### config.mk
export PLATFORM = sky130hd
export DESIGN_NAME = sim_halt_responder
export DESIGN_NICKNAME = d
export VERILOG_FILES = /design/src/rtl/sim_pkg.sv /design/src/rtl/sim_mmio_regs.sv /design/src/rtl/sim_halt_responder.sv
export SDC_FILE = /design/constraint.sdc
export NUM_CORES = 1
export LEC_CHECK = 0
export ABC_CLOCK_PERIOD_IN_PS = 3500
export CORE_UTILIZATION = 66
export CTS_BUF_LIST = sky130_fd_sc_hd__clkbuf_8
export DETAILED_ROUTE_END_ITERATION = 8
export DONT_BUFFER_PORTS = 1
export PLACE_DENSITY = 0.86
export SYNTH_ARGS = -nofsm -noshare
export SYNTH_HDL_FRONTEND = slang
export SYNTH_SLANG_ARGS = --single-unit
### constraint.sdc
create_clock -name clock -period 3.5 [get_ports clock]
set_input_delay 0.525 -clock clock [delete_from_list [all_inputs] [get_ports clock]]
set_output_delay 0.525 -clock clock [all_outputs]
set_load 0.03 [all_outputs]
### src/rtl/sim_pkg.sv
// Shared types and address-map constants for the simulation control window.
package sim_pkg;

    typedef enum logic [2:0] {
        ST_IDLE,
        ST_READ,
        ST_WAIT,
        ST_STREAM,
        ST_DONE
    } sim_state_t;

    localparam logic [31:0] ADDR_HALT_DEFAULT = 32'h2000_0000;

    // Register offsets from the halt register, counted in XLEN-wide words.
    localparam int OFS_SIG_BEGIN = 1;
    localparam int OFS_SIG_END   = 2;

    localparam logic [31:0] HALT_CMD = 32'd1;

    function automatic int word_bytes(input int xlen);
        return xlen / 8;
    endfunction

endpackage

### src/rtl/sim_mmio_regs.sv
// Window decode, signature bound registers, halt-command detect and load readback.
// Readback of the window is enabled by defining SIM_READBACK_EN.
module sim_mmio_regs
    import sim_pkg::*;
#(
    parameter int          XLEN      = 32,
    parameter logic [31:0] ADDR_HALT = ADDR_HALT_DEFAULT
) (
    input  logic            clock,
    input  logic            reset,
    input  logic            store,
    input  logic            load,
    input  logic [XLEN-1:0] address,
    input  logic [XLEN-1:0] store_data,
    input  logic            idle,
    input  logic            halt,
    output logic            mmio_hit,
    output logic            halt_cmd,
    output logic [XLEN-1:0] sig_begin,
    output logic [XLEN-1:0] sig_end,
    output logic [XLEN-1:0] mmio_rdata
);

    localparam int              BYTES   = word_bytes(XLEN);
    localparam int              LSB     = $clog2(BYTES);
    localparam logic [XLEN-1:0] A_HALT  = XLEN'(ADDR_HALT);
    localparam logic [XLEN-1:0] A_BEGIN = A_HALT + XLEN'(OFS_SIG_BEGIN * BYTES);
    localparam logic [XLEN-1:0] A_END   = A_HALT + XLEN'(OFS_SIG_END * BYTES);

    logic            hit_halt;
    logic            hit_begin;
    logic            hit_end;
    logic [XLEN-1:0] aligned_data;
    logic [XLEN-1:0] sig_begin_reg;
    logic [XLEN-1:0] sig_end_reg;

    assign hit_halt  = (address == A_HALT);
    assign hit_begin = (address == A_BEGIN);
    assign hit_end   = (address == A_END);
    assign mmio_hit  = hit_halt | hit_begin | hit_end;

    // Bounds are word addresses: the byte-offset bits are forced to zero.
    genvar gi;
    generate
        for (gi = 0; gi < XLEN; gi++) begin : g_align
            if (gi < LSB) begin : g_clr
                assign aligned_data[gi] = 1'b0;
            end else begin : g_keep
                assign aligned_data[gi] = store_data[gi];
            end
        end
    endgenerate

    always_ff @(posedge clock) begin
        if (reset) begin
            sig_begin_reg <= '0;
            sig_end_reg   <= '0;
        end else if (store && idle) begin
            if (hit_begin) begin
                sig_begin_reg <= aligned_data;
            end
            if (hit_end) begin
                sig_end_reg <= aligned_data;
            end
        end
    end

    assign halt_cmd  = store && idle && hit_halt && (store_data[31:0] == HALT_CMD);
    assign sig_begin = sig_begin_reg;
    assign sig_end   = sig_end_reg;

`ifdef SIM_READBACK_EN
    always_comb begin
        mmio_rdata = '0;
        if (load) begin
            if (hit_halt) begin
                mmio_rdata = {{(XLEN-1){1'b0}}, halt};
            end else if (hit_begin) begin
                mmio_rdata = sig_begin_reg;
            end else if (hit_end) begin
                mmio_rdata = sig_end_reg;
            end
        end
    end
`else
    logic unused_readback;
    assign unused_readback = load ^ halt;
    assign mmio_rdata      = '0;
`endif

endmodule

### src/rtl/sim_halt_responder.sv
// Simulation control responder: on halt, reads the signature region from RAM and
// streams it on a valid/ready port, then raises done. Optional: SIM_READBACK_EN.
module sim_halt_responder
    import sim_pkg::*;
#(
    parameter int          XLEN      = 32,
    parameter logic [31:0] ADDR_HALT = ADDR_HALT_DEFAULT
) (
    input  logic            clock,
    input  logic            reset,
    input  logic            store,
    input  logic            load,
    input  logic [XLEN-1:0] address,
    input  logic [XLEN-1:0] store_data,
    output logic            mmio_hit,
    output logic [XLEN-1:0] mmio_rdata,
    output logic            mem_re,
    output logic [XLEN-2:0] mem_raddr,
    input  logic [XLEN-1:0] mem_rdata,
    output logic            dump_valid,
    output logic [XLEN-1:0] dump_data,
    input  logic            dump_ready,
    output logic            halt,
    output logic            done
);

    localparam logic [XLEN-1:0] STEP = XLEN'(word_bytes(XLEN));

    sim_state_t      state_reg;
    logic [XLEN-1:0] ptr_reg;
    logic [XLEN-1:0] ptr_next;
    logic [XLEN-1:0] dump_data_reg;
    logic [XLEN-2:0] mem_raddr_reg;
    logic            mem_re_reg;
    logic            dump_valid_reg;
    logic            halt_reg;
    logic            done_reg;
    logic            idle;
    logic            halt_cmd;
    logic [XLEN-1:0] sig_begin;
    logic [XLEN-1:0] sig_end;

    assign idle     = (state_reg == ST_IDLE);
    assign ptr_next = ptr_reg + STEP;

    sim_mmio_regs #(
        .XLEN      (XLEN),
        .ADDR_HALT (ADDR_HALT)
    ) u_regs (
        .clock      (clock),
        .reset      (reset),
        .store      (store),
        .load       (load),
        .address    (address),
        .store_data (store_data),
        .idle       (idle),
        .halt       (halt_reg),
        .mmio_hit   (mmio_hit),
        .halt_cmd   (halt_cmd),
        .sig_begin  (sig_begin),
        .sig_end    (sig_end),
        .mmio_rdata (mmio_rdata)
    );

    // The read request is registered on entry to READ, so READ itself only has to
    // decide between WAIT (a read is in flight) and DONE (pointer reached the end).
    always_ff @(posedge clock) begin
        if (reset) begin
            state_reg      <= ST_IDLE;
            ptr_reg        <= '0;
            dump_data_reg  <= '0;
            mem_raddr_reg  <= '0;
            mem_re_reg     <= 1'b0;
            dump_valid_reg <= 1'b0;
            halt_reg       <= 1'b0;
            done_reg       <= 1'b0;
        end else begin
            case (state_reg)
                ST_IDLE: begin
                    if (halt_cmd) begin
                        halt_reg      <= 1'b1;
                        ptr_reg       <= sig_begin;
                        mem_re_reg    <= (sig_begin < sig_end);
                        mem_raddr_reg <= sig_begin[XLEN-1:1];
                        state_reg     <= ST_READ;
                    end
                end
                ST_READ: begin
                    mem_re_reg <= 1'b0;
                    if (mem_re_reg) begin
                        state_reg <= ST_WAIT;
                    end else begin
                        done_reg  <= 1'b1;
                        state_reg <= ST_DONE;
                    end
                end
                ST_WAIT: begin
                    dump_data_reg  <= mem_rdata;
                    dump_valid_reg <= 1'b1;
                    state_reg      <= ST_STREAM;
                end
                ST_STREAM: begin
                    if (dump_ready) begin
                        dump_valid_reg <= 1'b0;
                        ptr_reg        <= ptr_next;
                        mem_re_reg     <= (ptr_next < sig_end);
                        mem_raddr_reg  <= ptr_next[XLEN-1:1];
                        state_reg      <= ST_READ;
                    end
                end
                ST_DONE: begin
                    done_reg <= 1'b1;
                end
                default: begin
                    state_reg <= ST_IDLE;
                end
            endcase
        end
    end

    assign mem_re     = mem_re_reg;
    assign mem_raddr  = mem_raddr_reg;
    assign dump_valid = dump_valid_reg;
    assign dump_data  = dump_data_reg;
    assign halt       = halt_reg;
    assign done       = done_reg;

endmodule

Fig. 1: placed standard cells
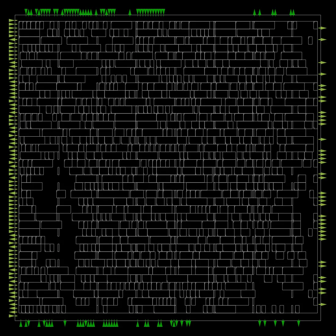
flop share of the area: 0.321
num rows: 38
core area: 10900 sq um

Fig. 2: where the registers sit
Bar = 20 microns.
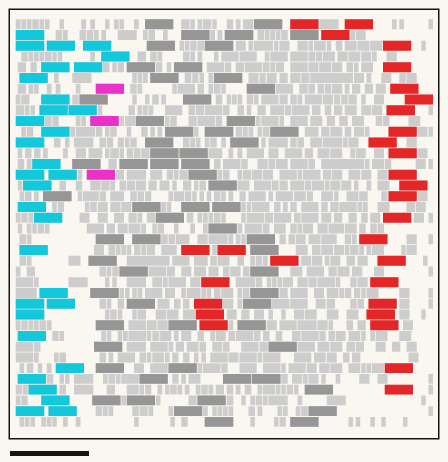
colour	name in the netlist	flops
magenta	state_reg	3
red	mem_raddr	30
cyan	dump_data	32

==> flow_summary.ini <==
; generated from flow reports
[pwr]
power.switching_w = 0.000678
powerClk_w = 0.00136
cellPowerDensity_nw_per_um2 = 360
switching_share = 0.235
largestPowerGroup = registers
p_leak_nw = 3.08
p_seq_w = 0.00147
ir_drop_v = 0.000316
power_frac_seq = 0.507
pwr-share-clk = 0.471
p_comb_frac = 0.022
pwr.group.combinational_w = 0.0000623
p_int_w = 0.00221

[yosys]
top_area_frac = 0.346
synth_top_flop_cell = dfxtp_1
ys_ff = 129
async_flop_share = 0
ys_cells = 971
synth_area_sq_um = 7460
synth_cell_types = 52
avgSynthCellArea_sq_um = 7.69
ys_warn_count = 0
ys_top_cells_by_area = dfxtp_1, nand2_1, ha_1
ys_seq_share = 0.346
top_area_cell = dfxtp_1
ys_chip_area_sq_um = 7460
netlist_instances = 971
edf_count = 0
common_cells = nand2_1, a21oi_1, dfxtp_1
most_common_cell = nand2_1

[detailed_routing]
drtPass1Iterations = 5
vias_per_cell = 6.35
drt_iter0_markers = 708
drc = 0
dr_total_vias = 7134
finalWirelength_mm = 21.1
ant_nets = 0
wl_per_cell_microns = 18.8

[finish]
seq_area_sq_um = 2580
comb_area_sq_um = 4380
clock_area_frac = 0.0524
drive_gt1_frac = 0.0956
num-multi-input-gates = 737
largest_class = combinational gates
nonClkBufAreaFrac = 0.0401
inverters_excl_clock = 42
flop-count = 129
comb_share = 0.545
largest_reg_flops = 32
layout.cells.most_common_list = nand2_1, a21oi_1, dfxtp_1, ha_1
area_growth_pct = 7.78
num-nonclk-buffers = 43
fillCellCount = 854
n_clock_buffer = 19
diodes = 1
nets = 1131
mostFrequentLayoutCell = nand2_1

[setup_path]
crit_fanout = 9
arrival_ns = 3.72
worstSetupPathType = flip-flop to flip-flop
crit_path_max_incr_delay_ns = 0.62
path_buffers = 0
crit_family = simple AND/OR/NAND/NOR gates
crit_required_ns = 3.87
start_kind = flip-flop
worst_setup_path_end_kind = flip-flop
cp_common_cell = a21o_1
cp_cell_sequence = and4_1, nand2_1, or4_4, o21a_1, or2_2, ha_1, a21o_1, a21o_1, a21oi_1, o211a_1, o21ai_0, a311oi_1
crit_slowest_cell = or4_4

[timing]
rsz0062_at_grt = false
whs_ns = 0.137
fmax_mhz = 299
hold_viol = 0
skew_ns = 0.00987
fin_tns_setup_ns = 0
period_needed_ns = 3.35
slew_headroom = 0.299
slew_viol_final = 0
worst_pin_slew_ns = 1.05
setup_viol = 0
timing.final.crit_share = 0.956

[global_route]
grt_pass1_wl_mm = 32.5
grt_max_degree = 124
grt_pass1_vias = 6576
grt_use_total = 0.363
grt.overflow.total = 0
antenna_found_initial = 1

[clock_network]
htree_num_levels = 4
cts-root-buf = clkbuf_8
clock_latency_ns = 0.46
tritoncts = built
clk_pin_slew_ns = 0.08
post-cts-setup-buffer-count = 0
cts_sinks = 129
cts_resized = 0
cts_made_buffers = 17
cts_buffer_depth = 2
hold_buffers = 0

[status]
outcome = completed

[floorplan]
io-pin-count = 201
tapCellCount = 140
dieArea_sq_um = 11700
dieWidth_microns = 108
die_h_microns = 108
fp_util = 0.682

[place]
place.gp.congestion = 0.899
dp_hpwl_mm = 14.8
place.port_buffers = 0

[flow_run]
maxCapViolCount = 0
tool_warnings = 30

[worst_hold_path]
hold_class = input port to flip-flop
Fig. 3: PDN straps and rails
Bar = 20 microns. Pins as bars on the die edge. Tap cells in grey.
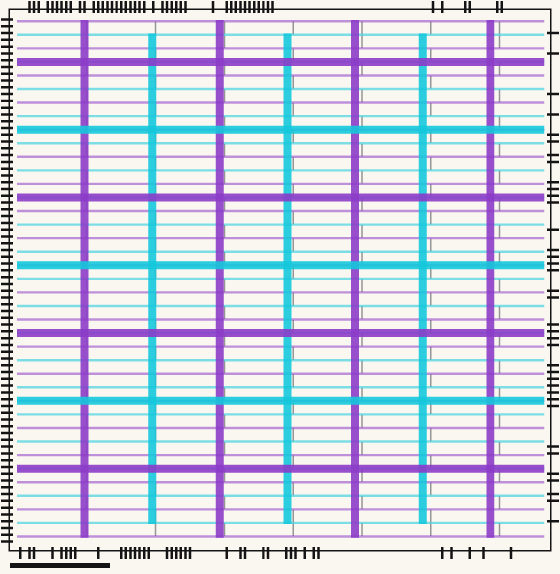
colour	net
purple	VSS
cyan	VDD
met1 rails	39
rows	38
met4 straps	7

Fig. 4: I/O nets highlighted
Bar = 20 microns.
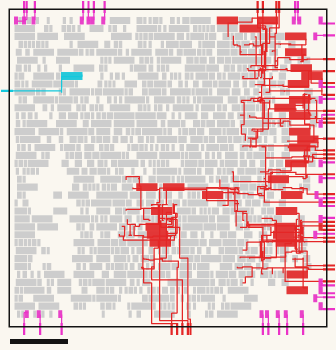
colour	port	bits	direction	edge	end cells	buffers	wire
cyan	done	1	output	left	1	0	30.3 microns
red	mem_raddr	31	output	22 right, 5 bottom, 4 top	31	25	1810 microns
magenta	mmio_rdata	32	output	15 right, 9 top, 8 bottom	32	0	95.0 microns

[worst reg2reg max path, stage by stage, from the launching register on]
cell	delay, ns
dfxtp_1	0.33
and4_1	0.28
nand2_1	0.15
or4_4	0.62
o21a_1	0.22
or2_2	0.30
ha_1	0.30
a21o_1	0.17
a21o_1	0.17
a21oi_1	0.16
o211a_1	0.16
o21ai_0	0.13
a311oi_1	0.29
[cell families (layout without fill, tap and decap cells)]
logic type,count (synthesis),count (layout),share of synthesized area
adders and majority gates,60,60,0.101
AOI/OAI and AO/OA,246,246,0.204
and+or+nand+nor,373,373,0.232
muxes,2,2,0.00268
other,1,34,0.000503
xor gates and xnor gates,23,23,0.0270
DFF,129,129,0.346
buffers and inverters,137,117,0.0872
[worst paths after layout]
path | slack [ns] | startpoint | to | depth (start not counted)
setup / recovery | 0.15 | mem_raddr[10] | mem_re | 12
hold / removal | 0.14 | reset | u_regs.sig_begin[9] | 1
setup reg to reg | 0.15 | mem_raddr[10] | mem_re | 12
hold reg to reg | 0.45 | u_regs.sig_end[23] | u_regs.sig_end[23] | 2
[metal layers]
| layer | routed length (microns) | GRT usage | vias to the layer above |
|---|---|---|---|
| met5 | 0 | 0 | - |
| met4 | 824 | 0.186 | 0 |
| met3 | 2260 | 0.107 | 63 |
| met2 | 9840 | 0.580 | 468 |
| met1 | 8200 | 0.443 | 3253 |
| li1 | - | - | 3350 |
[through the flow]
stage	std cells	util	worst slack [ns]	area (sq um)	total power, W
after floorplan	1003	-	0.0746	7580	0.00161
after global placement	1091	0.695	0.214	7600	0.00156
after detailed placement	1091	0.695	0.112	7600	0.00156
after CTS	1123	0.734	0.0725	8030	0.00290
after global routing	1124	0.735	0.00889	8040	0.00297
final	1124	0.735	0.153	8040	0.00289
No activity file was given, so power comes from the tool's default toggle rates.
